[src/rtl/unidade_controle.sv]
// Multi-cycle control unit for the 8-bit processor: sequences fetch, decode, execute,
// memory and write-back, and counts retired instructions.
module unidade_controle (
    input  logic       clock,
    input  logic       reset,
    input  logic [7:0] instrucao,
    input  logic       zero,
    input  logic       mem_pronto,
    output logic [2:0] sinal_ula,
    output logic       sel_ula_a,
    output logic [1:0] sel_ula_b,
    output logic       sel_endereco,
    output logic       sel_pc,
    output logic       sel_dado_reg,
    output logic       mem_req,
    output logic       mem_escreve,
    output logic       ir_escreve,
    output logic       pc_escreve,
    output logic       reg_escreve,
    output logic       parado,
    output logic [7:0] instr_concluidas
);

    typedef enum logic [3:0] {
        StBusca,
        StDecodifica,
        StExecR,
        StEscritaR,
        StCalcEnd,
        StAcessoMem,
        StEscritaMem,
        StDesvio,
        StParada
    } estado_t;

    localparam logic [2:0] OpAdd = 3'b010;
    localparam logic [2:0] OpSub = 3'b011;
    localparam logic [2:0] OpLw  = 3'b101;
    localparam logic [2:0] OpSw  = 3'b110;
    localparam logic [2:0] OpExt = 3'b111;

    estado_t    state_q, state_d;
    logic [7:0] count_q, count_d;
    logic       retire;

    logic [2:0] opcode;
    logic       is_lw, is_sw, is_halt, is_beq;

    assign opcode  = instrucao[7:5];
    assign is_lw   = (opcode == OpLw);
    assign is_sw   = (opcode == OpSw);
    assign is_halt = (opcode == OpExt) && (instrucao[4:0] == 5'b00000);
    assign is_beq  = (opcode == OpExt) && (instrucao[4:0] != 5'b00000);

    always_ff @(posedge clock or negedge reset) begin
        if (!reset) begin
            state_q <= StBusca;
            count_q <= 8'd0;
        end else begin
            state_q <= state_d;
            count_q <= count_d;
        end
    end

    always_comb begin
        state_d      = state_q;
        retire       = 1'b0;
        sinal_ula    = 3'b000;
        sel_ula_a    = 1'b0;
        sel_ula_b    = 2'b00;
        sel_endereco = 1'b0;
        sel_pc       = 1'b0;
        sel_dado_reg = 1'b0;
        mem_req      = 1'b0;
        mem_escreve  = 1'b0;
        ir_escreve   = 1'b0;
        pc_escreve   = 1'b0;
        reg_escreve  = 1'b0;
        parado       = 1'b0;

        case (state_q)
            StBusca: begin
                mem_req    = 1'b1;
                sel_ula_b  = 2'b01;
                sinal_ula  = OpAdd;
                ir_escreve = mem_pronto;
                pc_escreve = mem_pronto;
                if (mem_pronto) begin
                    state_d = StDecodifica;
                end
            end
            StDecodifica: begin
                // Branch target PC + imm is computed here and latched by the datapath
                sel_ula_b = 2'b10;
                sinal_ula = OpAdd;
                if (is_halt) begin
                    state_d = StParada;
                end else if (is_beq) begin
                    state_d = StDesvio;
                end else if (is_lw || is_sw) begin
                    state_d = StCalcEnd;
                end else begin
                    state_d = StExecR;
                end
            end
            StExecR: begin
                sel_ula_a = 1'b1;
                sinal_ula = opcode;
                state_d   = StEscritaR;
            end
            StEscritaR: begin
                reg_escreve = 1'b1;
                retire      = 1'b1;
                state_d     = StBusca;
            end
            StCalcEnd: begin
                sel_ula_a = 1'b1;
                sel_ula_b = 2'b10;
                sinal_ula = OpAdd;
                state_d   = StAcessoMem;
            end
            StAcessoMem: begin
                mem_req      = 1'b1;
                sel_endereco = 1'b1;
                mem_escreve  = is_sw;
                if (mem_pronto) begin
                    if (is_sw) begin
                        retire  = 1'b1;
                        state_d = StBusca;
                    end else begin
                        state_d = StEscritaMem;
                    end
                end
            end
            StEscritaMem: begin
                reg_escreve  = 1'b1;
                sel_dado_reg = 1'b1;
                retire       = 1'b1;
                state_d      = StBusca;
            end
            StDesvio: begin
                sel_ula_a  = 1'b1;
                sinal_ula  = OpSub;
                sel_pc     = 1'b1;
                pc_escreve = zero;
                retire     = 1'b1;
                state_d    = StBusca;
            end
            StParada: begin
                parado = 1'b1;
            end
            default: begin
                state_d = StBusca;
            end
        endcase

        // Reset is asynchronous, so outputs are gated combinationally while it is low
        if (!reset) begin
            state_d      = StBusca;
            retire       = 1'b0;
            sinal_ula    = 3'b000;
            sel_ula_a    = 1'b0;
            sel_ula_b    = 2'b00;
            sel_endereco = 1'b0;
            sel_pc       = 1'b0;
            sel_dado_reg = 1'b0;
            mem_req      = 1'b0;
            mem_escreve  = 1'b0;
            ir_escreve   = 1'b0;
            pc_escreve   = 1'b0;
            reg_escreve  = 1'b0;
            parado       = 1'b0;
        end
    end

    always_comb begin
        count_d = retire ? count_q + 8'd1 : count_q;
    end

    assign instr_concluidas = count_q;

endmodule

[config.mk]
export PLATFORM = sky130hd
export DESIGN_NAME = unidade_controle
export DESIGN_NICKNAME = d
export VERILOG_FILES = /design/src/rtl/unidade_controle.sv
export SDC_FILE = /design/constraint.sdc
export NUM_CORES = 1
export LEC_CHECK = 0
export CAP_MARGIN = 15
export CORE_MARGIN = 2
export CORE_UTILIZATION = 50
export CTS_BUF_LIST = sky130_fd_sc_hd__clkbuf_8
export DETAILED_ROUTE_END_ITERATION = 8
export DONT_BUFFER_PORTS = 1
export GPL_TIMING_DRIVEN = 0
export HOLD_SLACK_MARGIN = 0.06
export PLACE_DENSITY_LB_ADDON = 0.2
export SYNTH_ARGS = -nofsm -noshare
export SYNTH_HDL_FRONTEND = slang
export SYNTH_SLANG_ARGS = --single-unit
[constraint.sdc]
create_clock -name clock -period 1.7 [get_ports clock]
set_input_delay 0.255 -clock clock [delete_from_list [all_inputs] [get_ports clock]]
set_output_delay 0.255 -clock clock [all_outputs]
set_load 0.03 [all_outputs]
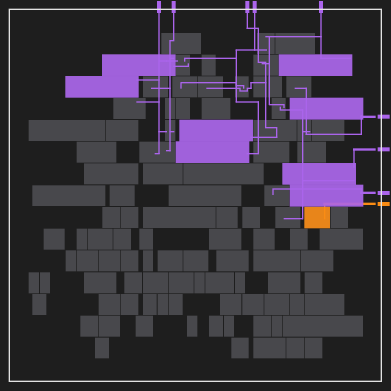
Fig. 1. Wires at chosen ports, followed through buffers (run 1).
Drawn at 8 px/um.
Orange stands for mem_req, bits 1, direction output, edge east, end cells 1, wire 8.10 um. Purple stands for instr_concluidas, bits 8, direction output, edge 5 north, 3 east, end cells 8, wire 213 um.

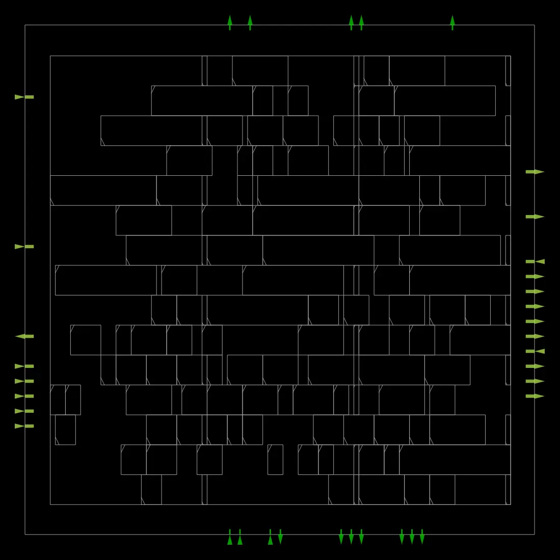
Fig. 2. Cell placement (run 1).
Flops: 12
num rows: 15
final cell count without fillers: 131
Util after Layout: 64.84%

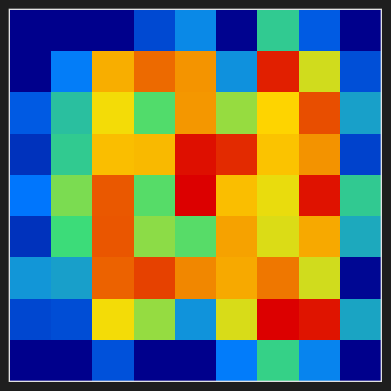
Fig. 3. Cell area per tile (run 1).
Drawn at 8 px/um. 9 x 9 tiles, from dark blue (low) to red (high), 0 to 100% covered.
The fullest tile reaches 100%. 15% of the tiles are nearly empty. The emptiest ninth of the die: north-west.
Pre-Place Util: 52.45%
core box area: 1708 um2

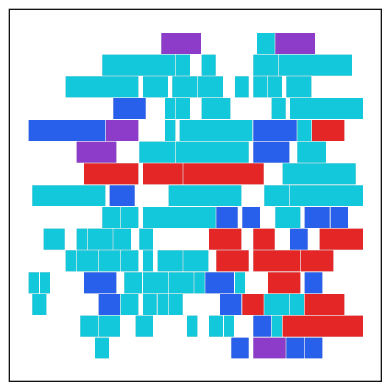
Fig. 4. Sizing map (run 1).
Drawn at 8 px/um.
Purple stands for _6 and larger, cells 5. Red stands for _3 and _4 cells, cells 14. Blue stands for _2 cells, cells 19. Cyan stands for _0 and _1 cells, cells 68.

==> GITHUB_STEP_SUMMARY, run 1 <==
## Implementation flow summary

| Metric | Value |
|---|---|
| Sw Share | 40.49% |
| Yosys xor share | 9.777% |
| Num CTS Buffers | 3 |
| NonClk Buf Share | 4.294% |
| Placed insts | 127 |
| Hold path endpoint | state_q[0] |
| Comb area leader | simple AND/OR/NAND/NOR gates |
| Vert. Die Dim | 46.33 um |
| Slack of the critical path | 22.88 ps |
| Hold_buf cts | 1 |
| Total die size | 2146 um2 |
| Final instance area | 1107 um2 |
| Comb pwr share | 39.3% |
| Die Span X | 46.33 um |
| Outcome | finished clean |
| Worst-Margin Slew | 519.6 ps |
| Slew Limit Fails | 0 |
| Largest net degree at the start of global routing | 13 |
| Clock power share | 23.2% |
| Max incr delay on CP | 360 ps |
| Count of endpoints failing setup in the final report | 0 |
| Peak Freq | 596.3 MHz |
| Tmin final | 1677 ps |
| Fill cells | 134 |
| Busiest grt layer | met2 |
| Drt pass-1 iters | 4 |
| Non-clock inverter count | 2 |
| CTS resizes | 17 |
| H-tree levels | 1 |
| DRC Markers | 0 |
| Logic share of the area | 61.24% |
| Seq. pwr | 0.000402 W |
| Top layer in use | met4 |
| Most common reg cell | dfrtp_1 |
| Overflow after GRT | 0 |
| Number of post-CTS setup repair buffers | 0 |
| Crit path kind | register to output pin |
| Final HPWL DP | 1456 um |
| Delay-heaviest family, CP | simple AND/OR/NAND/NOR gates |
| Share of cells above drive strength 1 | 35.85% |
| Area after DPL | 929.6 um2 |
| Drt initial violations | 15 |
| Clk_lat worst skew | 240 ps |
| WHS Path Cells | 1 |
==> run 1: cell usage after synthesis (2+ instances only) <==
cell type,count,share of area (%)
a21o_1,2,1.7
a21oi_1,5,2.8
and3_1,3,2.1
and3_2,2,1.7
buf_2,2,1.1
dfrtp_1,12,34
inv_1,2,0.84
nand2_1,10,4.2
nand2b_1,4,2.8
nand3_1,5,2.8
nor2_1,12,5.0
nor2b_1,4,2.8
nor3_1,4,2.2
o21ai_0,3,1.7
xnor2_1,5,4.9
xor2_1,5,4.9
Fig. 5: run 1, met1 routing
Drawn at 12 px/um. Supply wires on this layer in grey. Cells faint in the background.
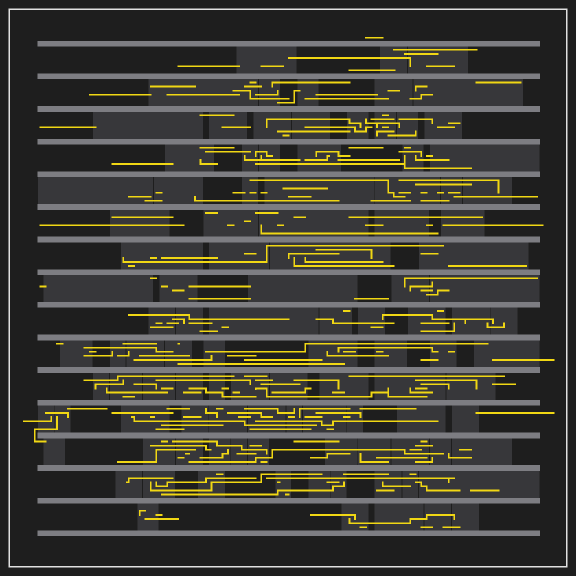

==> run 2, diff against run 1 <==
--- a/config.mk
+++ b/config.mk
@@ -7,13 +7,14 @@
 export LEC_CHECK = 0
 export CAP_MARGIN = 15
 export CORE_MARGIN = 2
-export CORE_UTILIZATION = 50
+export CORE_UTILIZATION = 25
 export CTS_BUF_LIST = sky130_fd_sc_hd__clkbuf_8
 export DETAILED_ROUTE_END_ITERATION = 8
 export DONT_BUFFER_PORTS = 1
 export GPL_TIMING_DRIVEN = 0
 export HOLD_SLACK_MARGIN = 0.06
 export PLACE_DENSITY_LB_ADDON = 0.2
+export SETUP_SLACK_MARGIN = 0.2
 export SYNTH_ARGS = -nofsm -noshare
 export SYNTH_HDL_FRONTEND = slang
 export SYNTH_SLANG_ARGS = --single-unit
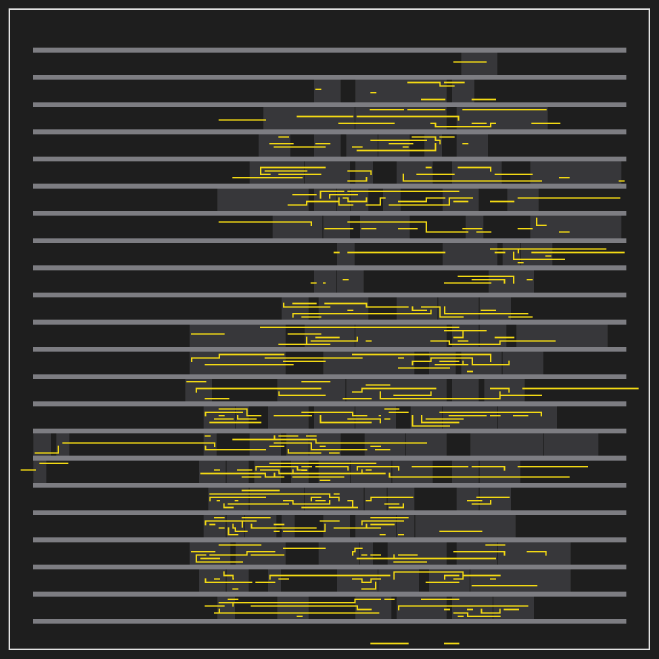
Fig. 6. Met1 routing (run 2).
Drawn at 10 px/um. Supply wires on this layer in grey. Cells faint in the background.
The longest straight run is 19.8 um. The layer carries 1100 um of wire. 123 nets have wire on it. The layer holds 43% of the routed length. The wires run mostly horizontal.

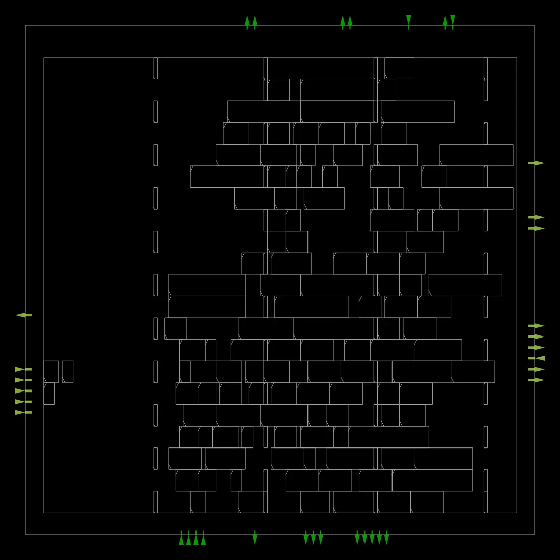
Fig. 7. Cell placement (run 2).
flop share of the area: 20.97%
num rows: 21

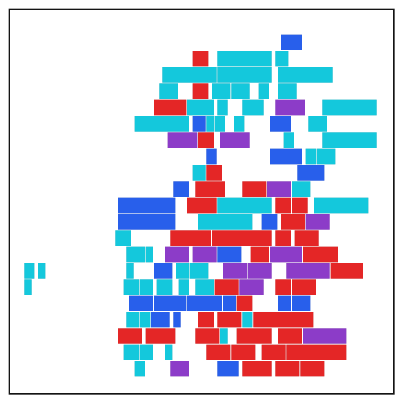
Fig. 8. Sizing map (run 2).
Drawn at 6 px/um.
Purple stands for _6 and larger, cells 14. Red stands for _3 and _4 cells, cells 37. Blue stands for _2 cells, cells 21. Cyan stands for _0 and _1 cells, cells 50.

==> run 2 against run 1 <==
  * Sequential power increased by 1%
  * Wire length grew 28%
  * First-iteration DRC count is 33% higher
  * Flip-flop count unchanged
  * Utilization shrank 22 points
  * Synthesized area unchanged
  * Critical path depth is the same
  * Worst setup slack gained 37 ps
  * Fmax up 2.2%
  * Highest routed layer unchanged
==> GITHUB_STEP_SUMMARY, run 2 <==
## Implementation flow summary

| Metric | Value |
|---|---|
| Outcome | finished clean |
| Comb pwr share | 48.5% |
| Busiest grt layer | met2 |
| Pre-Place Util | 26.43% |
| Final HPWL DP | 1679 um |
| Largest power group | combinational cells |
| Comb area leader | simple AND/OR/NAND/NOR gates |
| CTS Root Cell | clkbuf_8 |
| Core box area | 3390 um2 |
| Num CTS Buffers | 3 |
| Clk_lat worst skew | 230 ps |
| Drt pass-1 iters | 4 |
| Hold path endpoint | state_q[0] |
| Crit path kind | register to output pin |
| Mapped Area | 895.9 um2 |
| Simple share | 32.40% |
| Overflow after GRT | 0 |
| Largest net degree at the start of global routing | 13 |
| Placed insts | 148 |
| Die Span X | 63.86 um |
| Most frequent cells after synthesis | dfrtp_1 (12), nor2_1 (12), nand2_1 (10) |
| Max incr delay on CP | 400 ps |
| Total die size | 4078 um2 |
| H-tree levels | 1 |
| FF-to-FF Start | state_q[2] |
| Leading area contributor after synthesis | dfrtp_1 |
| Tmin final | 1640 ps |
| Count of endpoints failing setup in the final report | 0 |
| Worst-Margin Slew | 541.4 ps |
| Peak Freq | 609.6 MHz |
| Clock power share | 19.5% |
| Startpoint of the worst hold path | mem_pronto |
| Share of cells above drive strength 1 | 59.02% |
| Seq. pwr | 0.000406 W |
| Number of post-CTS setup repair buffers | 11 |
| WHS Path Cells | 1 |
| Delay-heaviest family, CP | simple AND/OR/NAND/NOR gates |
| Vert. Die Dim | 63.86 um |
| Hold_buf cts | 1 |
| Sw Share | 40.67% |
| Most common reg cell | dfrtp_1 |
| Final worst path period share | 96.49% |
| DRC Markers | 0 |
| Final cell count without fillers | 168 |
| Top layer in use | met4 |
| Yosys xor share | 9.777% |
| Synth mux share | 1.257% |
| CTS resizes | 45 |
## run 2: cell counts after synthesis
No cell type changed its count.
## run 2: stage by stage
step / cell area, um2 / TNS, ps / power (W) / util (%) / worst slack [ps]
finish: 1444 / 0 / 0.001267 / 42.60 / 59.59
global route: 1444 / 0 / 0.001341 / 42.60 / 21.11
floorplan: 920.9 / 0 / 0.0006801 / - / 209.7
detailed placement: 978.4 / 0 / 0.0007340 / 28.87 / 2.284
global placement: 978.4 / -14.09 / 0.0007346 / 28.87 / -7.619
CTS: 1280 / 0 / 0.001175 / 37.76 / 61.27
## run 2: final cells by class
class                   instances  area share, %
well taps                      46          3.986
repair buffers                 17          11.18
inverters                       2         0.8666
plain buffers                   4          2.946
clock buffers                   3          2.860
flip-flops and latches         12          20.97
multi-input cells              84          57.19
Fig. 9: run 2, wires at chosen ports, followed through buffers
Drawn at 6 px/um.
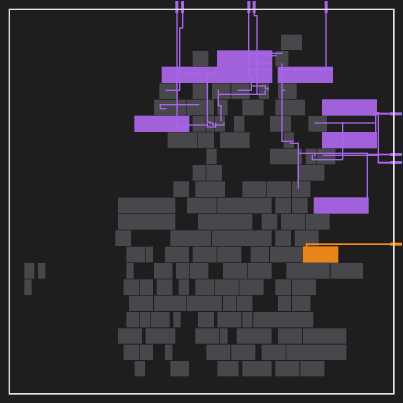

==> run 3, diff against run 2 <==
--- a/config.mk
+++ b/config.mk
@@ -5,9 +5,8 @@
 export SDC_FILE = /design/constraint.sdc
 export NUM_CORES = 1
 export LEC_CHECK = 0
-export CAP_MARGIN = 15
 export CORE_MARGIN = 2
-export CORE_UTILIZATION = 25
+export CORE_UTILIZATION = 47
 export CTS_BUF_LIST = sky130_fd_sc_hd__clkbuf_8
 export DETAILED_ROUTE_END_ITERATION = 8
 export DONT_BUFFER_PORTS = 1
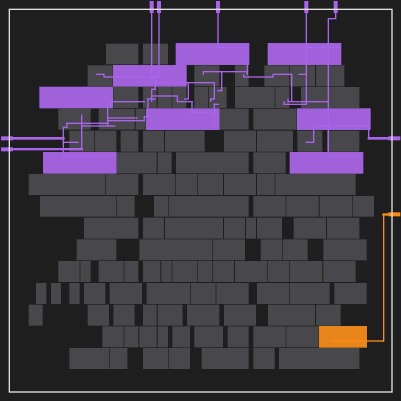
Fig. 10. Wires at chosen ports, followed through buffers (run 3).
Drawn at 8 px/um.
Purple stands for instr_concluidas, bits 8, direction output, edge 5 north, 2 west, 1 east, end cells 8, wire 207 um. Orange stands for mem_req, bits 1, direction output, edge east, end cells 1, wire 22.9 um.
I/O pin count: 35
# port buffers: 0

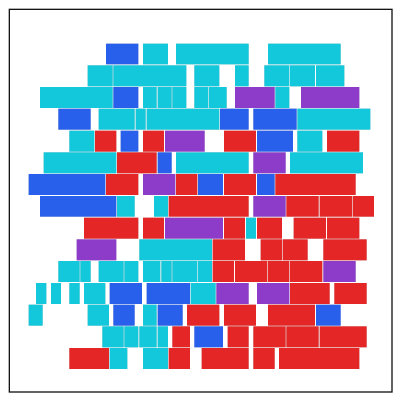
Fig. 11. Sizing map (run 3).
Drawn at 8 px/um.
Cyan stands for _0 and _1 cells, cells 52. Red stands for _3 and _4 cells, cells 42. Purple stands for _6 and larger, cells 11. Blue stands for _2 cells, cells 18.

==> run 3 against run 2 <==
  * Register-to-register slack got worse by 50 ps
  * Critical path depth unchanged
  * First-iteration DRC count decreased by 10%
  * Largest power group unchanged
  * Critical path type unchanged
  * Highest routed layer unchanged
  * Synthesized cell count unchanged
  * Wire length increased by 6.4%
  * Clock power increased by 7%
  * Critical endpoint unchanged
==> GITHUB_STEP_SUMMARY, run 3 <==
## Implementation flow summary

| Metric | Value |
|---|---|
| Comb pwr share | 49.3% |
| Area after DPL | 952.2 um2 |
| Pwr Total | 0.001326 W |
| Overflow after GRT | 0 |
| Sw Share | 41.43% |
| Outcome | finished clean |
| Drt pass-1 iters | 4 |
| CTS Root Cell | clkbuf_8 |
| Flops | 12 |
| Max incr delay on CP | 410 ps |
| Max_cap viols | 0 |
| Placed insts | 127 |
| Sum Neg Setup Slack | 0 ps |
| Count of endpoints failing setup in the final report | 0 |
| Flop share of the area | 21.47% |
| Leading area contributor after synthesis | dfrtp_1 |
| Most frequent cells after synthesis | dfrtp_1 (12), nor2_1 (12), nand2_1 (10) |
| Slew Limit Fails | 0 |
| Top layer in use | met4 |
| WHS Path Cells | 1 |
| Seq. pwr | 0.000408 W |
| Share of cells above drive strength 1 | 57.72% |
| Comb_multi_in | 84 |
| Die Span X | 47.66 um |
| Startpoint of the worst hold path | mem_pronto |
| Area leader share | 33.52% |
| Clock buffer count | 3 |
| DRC Markers | 0 |
| Peak Freq | 614.1 MHz |
| Fill cells | 110 |
| Worst-Margin Slew | 549.1 ps |
| Pre-CTS setup slack | 31.40 ps |
| Util after Layout | 79.93% |
| Hold path endpoint | state_q[0] |
| Most common reg cell | dfrtp_1 |
| Vert. Die Dim | 47.66 um |
| Largest power group | combinational cells |
| Crit path kind | register to output pin |
| Drt initial violations | 18 |
| Delay-heaviest family, CP | simple AND/OR/NAND/NOR gates |
| Number of enable flip-flop cells | 0 |
| Busiest grt layer | met2 |
| Clock-cell share | 2.928% |
| Main area contributors after synthesis | dfrtp_1 (34%), nor2_1 (5.0%), xnor2_1 (4.9%) |
| Largest cell class | combinational gates |
| NonClk Buf Share | 15.08% |
| PwrDens | 940.1 nW/um2 |
| Clock power share | 19.9% |
| Final HPWL DP | 1484 um |
| Total die size | 2271 um2 |
| Final cell count without fillers | 148 |
| FF-to-FF Start | state_q[0] |
| Largest net degree at the start of global routing | 13 |
| Slack of the critical path | 71.52 ps |
| Mapped Area | 895.9 um2 |
| Clk_lat worst skew | 250 ps |
| Final instance area | 1410 um2 |
| Initial antenna violation count | 0 |
| H-tree levels | 1 |
| Clk_skew | 8.314 ps |
| Num CTS Buffers | 3 |
| Leakage | 0.6092 nW |
| Crit end category | output pin |
| Num rows | 15 |
| Pre-Place Util | 50.78% |
| WHS | 117.0 ps |
| Buffers, non-clock | 22 |
| Final worst path period share | 95.79% |
| Tmin final | 1628 ps |
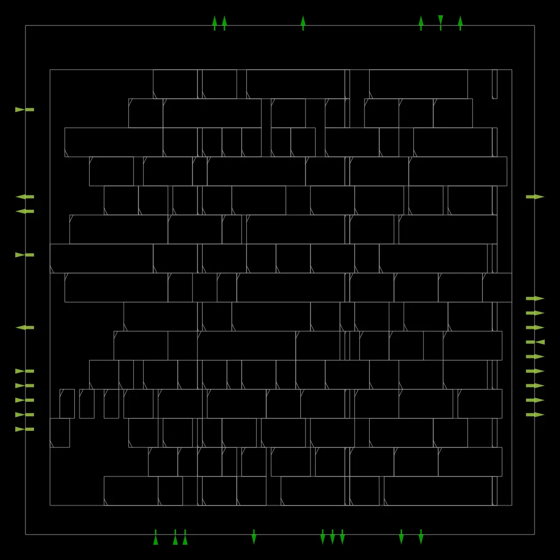
Fig. 12. Cell placement (run 3).
Tap Cells: 25
core box area: 1764 um2

[run 3: worst max-delay path by stage]
stage,start,end,depth (start not counted),slack [ps]
after floorplan,state_q[2],pc_escreve,4,210
after global placement,state_q[2],pc_escreve,4,30
after detailed placement,state_q[1],pc_escreve,3,30
after CTS,state_q[3],pc_escreve,4,70
after global routing,state_q[2],pc_escreve,4,30
final,state_q[2],pc_escreve,4,70
[run 3: cell families after synthesis]
logic type / share of synthesized area (%)
simple gates: 32.40
compound gates: 17.18
flops: 33.52
xor+xnor: 9.776
buf+inv: 4.469
mux: 1.257
fa+ha+maj: 1.396
[run 3: timing repair]
action,CTS,global route
hold buffers,1,0
hold endpoints to repair,12,0
gates resized,50,16
setup buffers,14,3
endpoints found under the setup margin,17,19
pin swaps,18,21
Power and IR drop assume default switching activity.
